## config.mk

```make
export PLATFORM = sky130hd
export DESIGN_NAME = branch_ctrl_flat
export DESIGN_NICKNAME = d
export VERILOG_FILES = /design/src/rtl/branch_ctrl_pkg.sv /design/src/rtl/branch_ctrl_if.sv /design/src/rtl/branch_ctrl.sv /design/src/flat_wrapper.sv
export SDC_FILE = /design/constraint.sdc
export NUM_CORES = 1
export LEC_CHECK = 0
export CORE_MARGIN = 3
export CORE_UTILIZATION = 31
export DETAILED_ROUTE_END_ITERATION = 8
export PLACE_DENSITY = 0.78
export SLEW_MARGIN = 20
export SYNTH_ARGS = -nofsm -noshare
export SYNTH_HDL_FRONTEND = slang
export SYNTH_SLANG_ARGS = --single-unit
export TNS_END_PERCENT = 1
```

## constraint.sdc

```tcl
create_clock -name clock -period 1.89 [get_ports clock]
set_input_delay 0.378 -clock clock [delete_from_list [all_inputs] [get_ports clock]]
set_output_delay 0.378 -clock clock [all_outputs]
set_load 0.1 [all_outputs]
```

## src/rtl/branch_ctrl_pkg.sv

```systemverilog
// Opcodes and step encoding for the branch/jump instruction class, shared with the main control unit.
package branch_ctrl_pkg;

    localparam logic [4:0] OP_BR  = 5'b10010;
    localparam logic [4:0] OP_JR  = 5'b10011;
    localparam logic [4:0] OP_JAL = 5'b10100;

    typedef enum logic [2:0] {
        ST_IDLE = 3'd0,
        ST_T3   = 3'd1,
        ST_T4   = 3'd2,
        ST_T5   = 3'd3,
        ST_T6   = 3'd4
    } state_e;

    function automatic logic is_branch_op(input logic [4:0] op);
        return (op == OP_BR) || (op == OP_JR) || (op == OP_JAL);
    endfunction

endpackage

```

## src/rtl/branch_ctrl_if.sv

```systemverilog
// Handshake, instruction and datapath-strobe bundle between the main decoder, datapath and branch sequencer.
interface branch_ctrl_if;
    logic        start;
    logic [31:0] IR;
    logic        con_in;
    logic        hold;
    logic        busy;
    logic        done;
    logic        illegal;
    logic        con_q;
    logic        Gra, Rout, CONin, PCout, Yin, Cout, ADD, Zin, Zlowout, PCin, Rin, link_sel;

    modport master (
        output start, IR, con_in, hold,
        input  busy, done, illegal, con_q,
        input  Gra, Rout, CONin, PCout, Yin, Cout, ADD, Zin, Zlowout, PCin, Rin, link_sel
    );

    modport slave (
        input  start, IR, con_in, hold,
        output busy, done, illegal, con_q,
        output Gra, Rout, CONin, PCout, Yin, Cout, ADD, Zin, Zlowout, PCin, Rin, link_sel
    );
endinterface

```

## src/rtl/branch_ctrl.sv

```systemverilog
// T3..T6 step sequencer for br/jr/jal; first step one cycle after start, done after 1 (jr), 2 (jal) or 4 (br) steps.
// hold freezes every register and zeroes all strobes, so each hold cycle adds exactly one cycle of latency.
module branch_ctrl
    import branch_ctrl_pkg::*;
(
    input  logic          clock,
    input  logic          clear,
    branch_ctrl_if.slave  bus
);

    state_e     state_q, state_d;
    logic [4:0] op_q, op_d;
    logic       con_q_q, con_q_d;
    logic       illegal_q, illegal_d;
    logic [4:0] ir_op;
    logic       unused_ir;

    assign ir_op     = bus.IR[31:27];
    assign unused_ir = ^bus.IR[26:0];

    always_ff @(posedge clock or negedge clear) begin
        if (!clear) begin
            state_q   <= ST_IDLE;
            op_q      <= 5'd0;
            con_q_q   <= 1'b0;
            illegal_q <= 1'b0;
        end else begin
            state_q   <= state_d;
            op_q      <= op_d;
            con_q_q   <= con_q_d;
            illegal_q <= illegal_d;
        end
    end

    always_comb begin
        state_d      = state_q;
        op_d         = op_q;
        con_q_d      = con_q_q;
        illegal_d    = 1'b0;
        bus.done     = 1'b0;
        bus.Gra      = 1'b0;
        bus.Rout     = 1'b0;
        bus.CONin    = 1'b0;
        bus.PCout    = 1'b0;
        bus.Yin      = 1'b0;
        bus.Cout     = 1'b0;
        bus.ADD      = 1'b0;
        bus.Zin      = 1'b0;
        bus.Zlowout  = 1'b0;
        bus.PCin     = 1'b0;
        bus.Rin      = 1'b0;
        bus.link_sel = 1'b0;

        if (!bus.hold) begin
            unique case (state_q)
                ST_IDLE: begin
                    if (bus.start) begin
                        if (is_branch_op(ir_op)) begin
                            op_d    = ir_op;
                            state_d = ST_T3;
                        end else begin
                            illegal_d = 1'b1;
                        end
                    end
                end
                ST_T3: begin
                    state_d = ST_IDLE;
                    case (op_q)
                        OP_BR: begin
                            bus.Gra   = 1'b1;
                            bus.Rout  = 1'b1;
                            bus.CONin = 1'b1;
                            con_q_d   = bus.con_in;
                            state_d   = ST_T4;
                        end
                        OP_JR: begin
                            bus.Gra  = 1'b1;
                            bus.Rout = 1'b1;
                            bus.PCin = 1'b1;
                            bus.done = 1'b1;
                        end
                        OP_JAL: begin
                            // Link first: R8 <- PC before the jump target is written.
                            bus.PCout    = 1'b1;
                            bus.Rin      = 1'b1;
                            bus.link_sel = 1'b1;
                            state_d      = ST_T4;
                        end
                        default: ;
                    endcase
                end
                ST_T4: begin
                    state_d = ST_IDLE;
                    if (op_q == OP_BR) begin
                        bus.PCout = 1'b1;
                        bus.Yin   = 1'b1;
                        state_d   = ST_T5;
                    end else if (op_q == OP_JAL) begin
                        bus.Gra  = 1'b1;
                        bus.Rout = 1'b1;
                        bus.PCin = 1'b1;
                        bus.done = 1'b1;
                    end
                end
                ST_T5: begin
                    state_d  = ST_T6;
                    bus.Cout = 1'b1;
                    bus.ADD  = 1'b1;
                    bus.Zin  = 1'b1;
                end
                ST_T6: begin
                    // A not-taken branch still walks this step; only the PC write is suppressed.
                    state_d     = ST_IDLE;
                    bus.Zlowout = 1'b1;
                    bus.PCin    = con_q_q;
                    bus.done    = 1'b1;
                end
                default: state_d = ST_IDLE;
            endcase
        end
    end

    assign bus.busy    = (state_q != ST_IDLE);
    assign bus.illegal = illegal_q & ~bus.hold;
    assign bus.con_q   = con_q_q;

endmodule

```

## src/flat_wrapper.sv

```systemverilog
// flat-port wrapper written by rule: the top's interface ports become plain ports
module branch_ctrl_flat import branch_ctrl_pkg::*;
  (clock, clear, bus_start, bus_IR, bus_con_in, bus_hold, bus_busy, bus_done, bus_illegal, bus_con_q, bus_Gra, bus_Rout, bus_CONin, bus_PCout, bus_Yin, bus_Cout, bus_ADD, bus_Zin, bus_Zlowout, bus_PCin, bus_Rin, bus_link_sel);
  branch_ctrl_if bus_i ();
  input  logic clock;
  input  logic clear;
  input wire logic [$bits(bus_i.start)-1:0] bus_start;
  input wire logic [$bits(bus_i.IR)-1:0] bus_IR;
  input wire logic [$bits(bus_i.con_in)-1:0] bus_con_in;
  input wire logic [$bits(bus_i.hold)-1:0] bus_hold;
  output wire logic [$bits(bus_i.busy)-1:0] bus_busy;
  output wire logic [$bits(bus_i.done)-1:0] bus_done;
  output wire logic [$bits(bus_i.illegal)-1:0] bus_illegal;
  output wire logic [$bits(bus_i.con_q)-1:0] bus_con_q;
  output wire logic [$bits(bus_i.Gra)-1:0] bus_Gra;
  output wire logic [$bits(bus_i.Rout)-1:0] bus_Rout;
  output wire logic [$bits(bus_i.CONin)-1:0] bus_CONin;
  output wire logic [$bits(bus_i.PCout)-1:0] bus_PCout;
  output wire logic [$bits(bus_i.Yin)-1:0] bus_Yin;
  output wire logic [$bits(bus_i.Cout)-1:0] bus_Cout;
  output wire logic [$bits(bus_i.ADD)-1:0] bus_ADD;
  output wire logic [$bits(bus_i.Zin)-1:0] bus_Zin;
  output wire logic [$bits(bus_i.Zlowout)-1:0] bus_Zlowout;
  output wire logic [$bits(bus_i.PCin)-1:0] bus_PCin;
  output wire logic [$bits(bus_i.Rin)-1:0] bus_Rin;
  output wire logic [$bits(bus_i.link_sel)-1:0] bus_link_sel;
  assign bus_i.start = bus_start;
  assign bus_i.IR = bus_IR;
  assign bus_i.con_in = bus_con_in;
  assign bus_i.hold = bus_hold;
  assign bus_busy = bus_i.busy;
  assign bus_done = bus_i.done;
  assign bus_illegal = bus_i.illegal;
  assign bus_con_q = bus_i.con_q;
  assign bus_Gra = bus_i.Gra;
  assign bus_Rout = bus_i.Rout;
  assign bus_CONin = bus_i.CONin;
  assign bus_PCout = bus_i.PCout;
  assign bus_Yin = bus_i.Yin;
  assign bus_Cout = bus_i.Cout;
  assign bus_ADD = bus_i.ADD;
  assign bus_Zin = bus_i.Zin;
  assign bus_Zlowout = bus_i.Zlowout;
  assign bus_PCin = bus_i.PCin;
  assign bus_Rin = bus_i.Rin;
  assign bus_link_sel = bus_i.link_sel;
  branch_ctrl u_core (.clock(clock), .clear(clear), .bus(bus_i));
endmodule
```

==> metrics.cfg <==
[worst_setup_path]
worst_setup_path_end_kind = output pin
cp.arrival_ns = 1.61
path_buffers = 1

[job]
warning_count = 56

[timing]
setup_violations = 7
relSlewSlack_pct = 67.7
rsz0062_at_grt = true
setup_ws_ns = -0.102
worst_pin_slew_ns = 0.483

[layout]
design_area_mm2 = 0.00127

[place]
gp_congestion = 0.841
io_buffers = 25

[power]
p_seq_share_pct = 39.9
p_leak_nw = 0.515
pwr-share-clk_pct = 28.0
swShare_pct = 31.3
switchingPower_w = 0.000214
irDropWorstVdd_uv = 460

[global_route]
grt-ovfl-total = 0
antenna_found_initial = 0

[clock_network]
clock_sink_count = 10
clk_latency_ns = 0.26
root_buffer = clkbuf_4
htree_levels = 1

[die]
num_io_pins = 53
rows = 15
die_area_mm2 = 0.00264

[route]
vias = 619
viasPerCell = 4.95
met1Wirelength_um = 700
drt_iter0_drc = 11
top_layer_used = met4

[yosys]
synth-async-reset-ratio_pct = 100
yosys_cells = 65
yosys.stat.seqShare_pct = 39.1
synth_cells = 65
synthesis.area_um2 = 639
yosys.cell_types.count = 31
top_cell_area_share_pct = 39.1
logic_family = simple AND/OR/NAND/NOR gates
syn_area_per_cell_um2 = 9.84
synth-area-yosys_um2 = 639

[status]
status = complete, but fails checks
violations = setup timing

## what timing repair did
item / in CTS / in global routing
resized: 10 / 5
buffers inserted: 1 / 0
setup endpoints to repair: 14 / 13
pin swaps: 6 / 3
## how the worst max path moves through the flow
stage,startpoint,end,slack [ns],depth (start not counted)
floorplan,u_core.state_q[1]$_DFFE_PN0P_,bus_PCin,-0.67,3
global placement,bus_hold,bus_PCin,-0.18,6
detailed placement,bus_hold,bus_link_sel,-0.20,6
CTS,u_core.state_q[1]$_DFFE_PN0P_,bus_Rout,-0.11,4
global route,u_core.op_q[1]$_DFFE_PN0P_,bus_Rout,-0.19,4
finish,u_core.op_q[1]$_DFFE_PN0P_,bus_Rout,-0.10,4
## layout make-up
class	count	area [µm²]
Fill cell	145	571
Timing Repair Buffer	36	495
Multi-Input combinational cell	48	443
Sequential cell	10	255
Clock buffer	4	36.3
Tap cell	25	31.3
Inverter	2	7.51
## cell usage in the layout, fill, tap and decap left out, types with 2 or more instances in the layout
cell             count
and3_2               2
clkbuf_4             3
nor2b_1              5
dfrtp_1              6
clkdlybuf4s50_1      8
buf_12              16
nor2b_4              2
nor2_1               3
mux2_2               4
buf_4               10
dfrtp_2              4
nand2_1              7
## power groups by stage
stage	logic, W	registers (W)	clock network [W]
final	0.000220	0.000273	0.000192
after global placement	0.000192	0.000263	0
after CTS	0.000219	0.000268	0.000198
after detailed placement	0.000200	0.000267	0
after floorplan	0.000111	0.000268	0
after global routing	0.000235	0.000277	0.000211
## per-layer routing
layer  track usage [%]  vias to the layer above
li1                  -                      294
met1              15.8                      303
met2              28.0                       20
met3              2.04                        2
met4              6.55                        0
met5                 0                        -
## state kept, by name (all words and copies together), names as in the netlist
register          count
u_core.bus.con_q      1
u_core.illegal_q      1
u_core.op_q           5
u_core.state_q        3
## cell families (layout without fill, tap and decap cells)
group                  count (synthesis)  after routing
DFF                                   10             10
and+or+nand+nor                       33             33
buffers and inverters                  7             42
AOI/OAI and AO/OA                     10             10
muxes                                  5              5
## metrics by stage
step / setup TNS, ns / power [W] / instances
after CTS: -0.466 / 0.000685 / 125
after global placement: -1.78 / 0.000455 / 120
final: -0.345 / 0.000684 / 125
after global routing: -1.07 / 0.000723 / 125
after floorplan: -3.97 / 0.000378 / 65
after detailed placement: -1.97 / 0.000467 / 120
Figure 1. PDN straps and rails.
The bar under the picture is 20 µm long. Pins as bars on the die edge. Tap cells in gray.
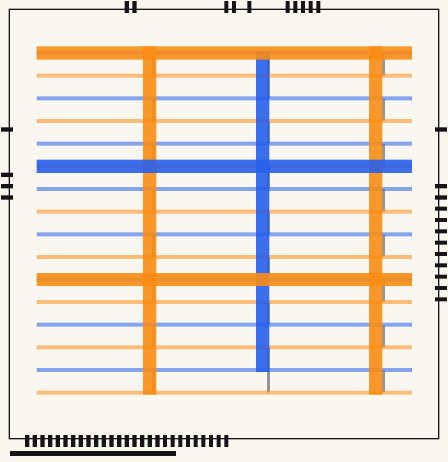
blue -> VDD
orange -> VSS
met5 straps = 3
tap cells = 25
met4 straps = 3
met1 rails = 16

Figure 2. Routed metal, one color a layer.
Only two layers are drawn.
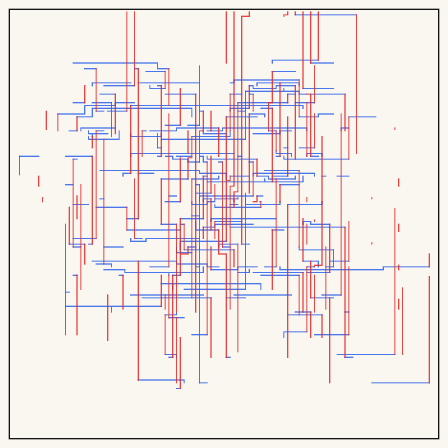
red -> metal 2  # wire length 984 µm
blue -> metal 1  # wire length 701 µm

Figure 3. Layout detail.
Window x 26 to 51, y 0 to 25 µm. Cells in gray, sequential cells in the stronger gray; small squares are vias.
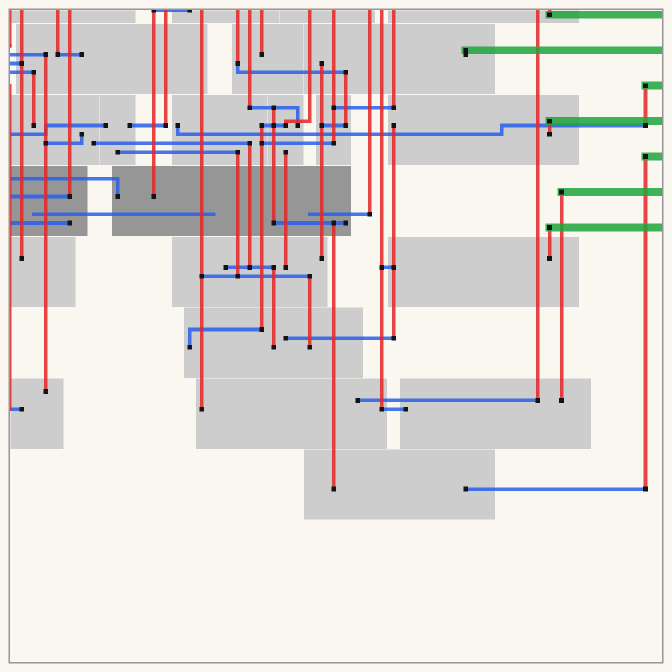
blue -> metal 1
red -> metal 2
green -> metal 3
most frequent = buf_12 (7), nand2_1 (2)
sequential cells in the window = 1
netlist names of flops here include = `u_core.bus.con_q` (1)
cells with their middle in the window = 16

Figure 4. Track usage over the die.
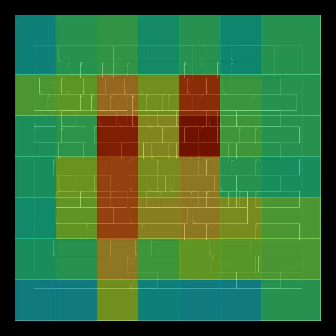
most heavily used metal layer in global routing: met2
met2 Track Usage GR: 28.0%
wire length per cell: 14.4 µm
met1 Usage GRT: 15.8%

Figure 5. Register map, names as in the netlist.
Other sequential cells in the stronger gray, the rest of the logic in the fainter gray.
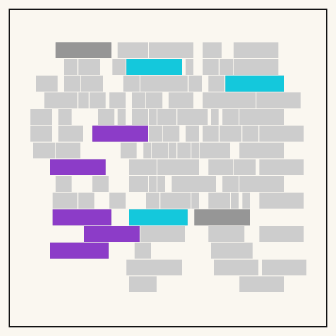
cyan -> `u_core.state_q`  # placed flops 3
purple -> `u_core.op_q`  # placed flops 5
not colored = 2

Power and IR drop assume default switching activity.
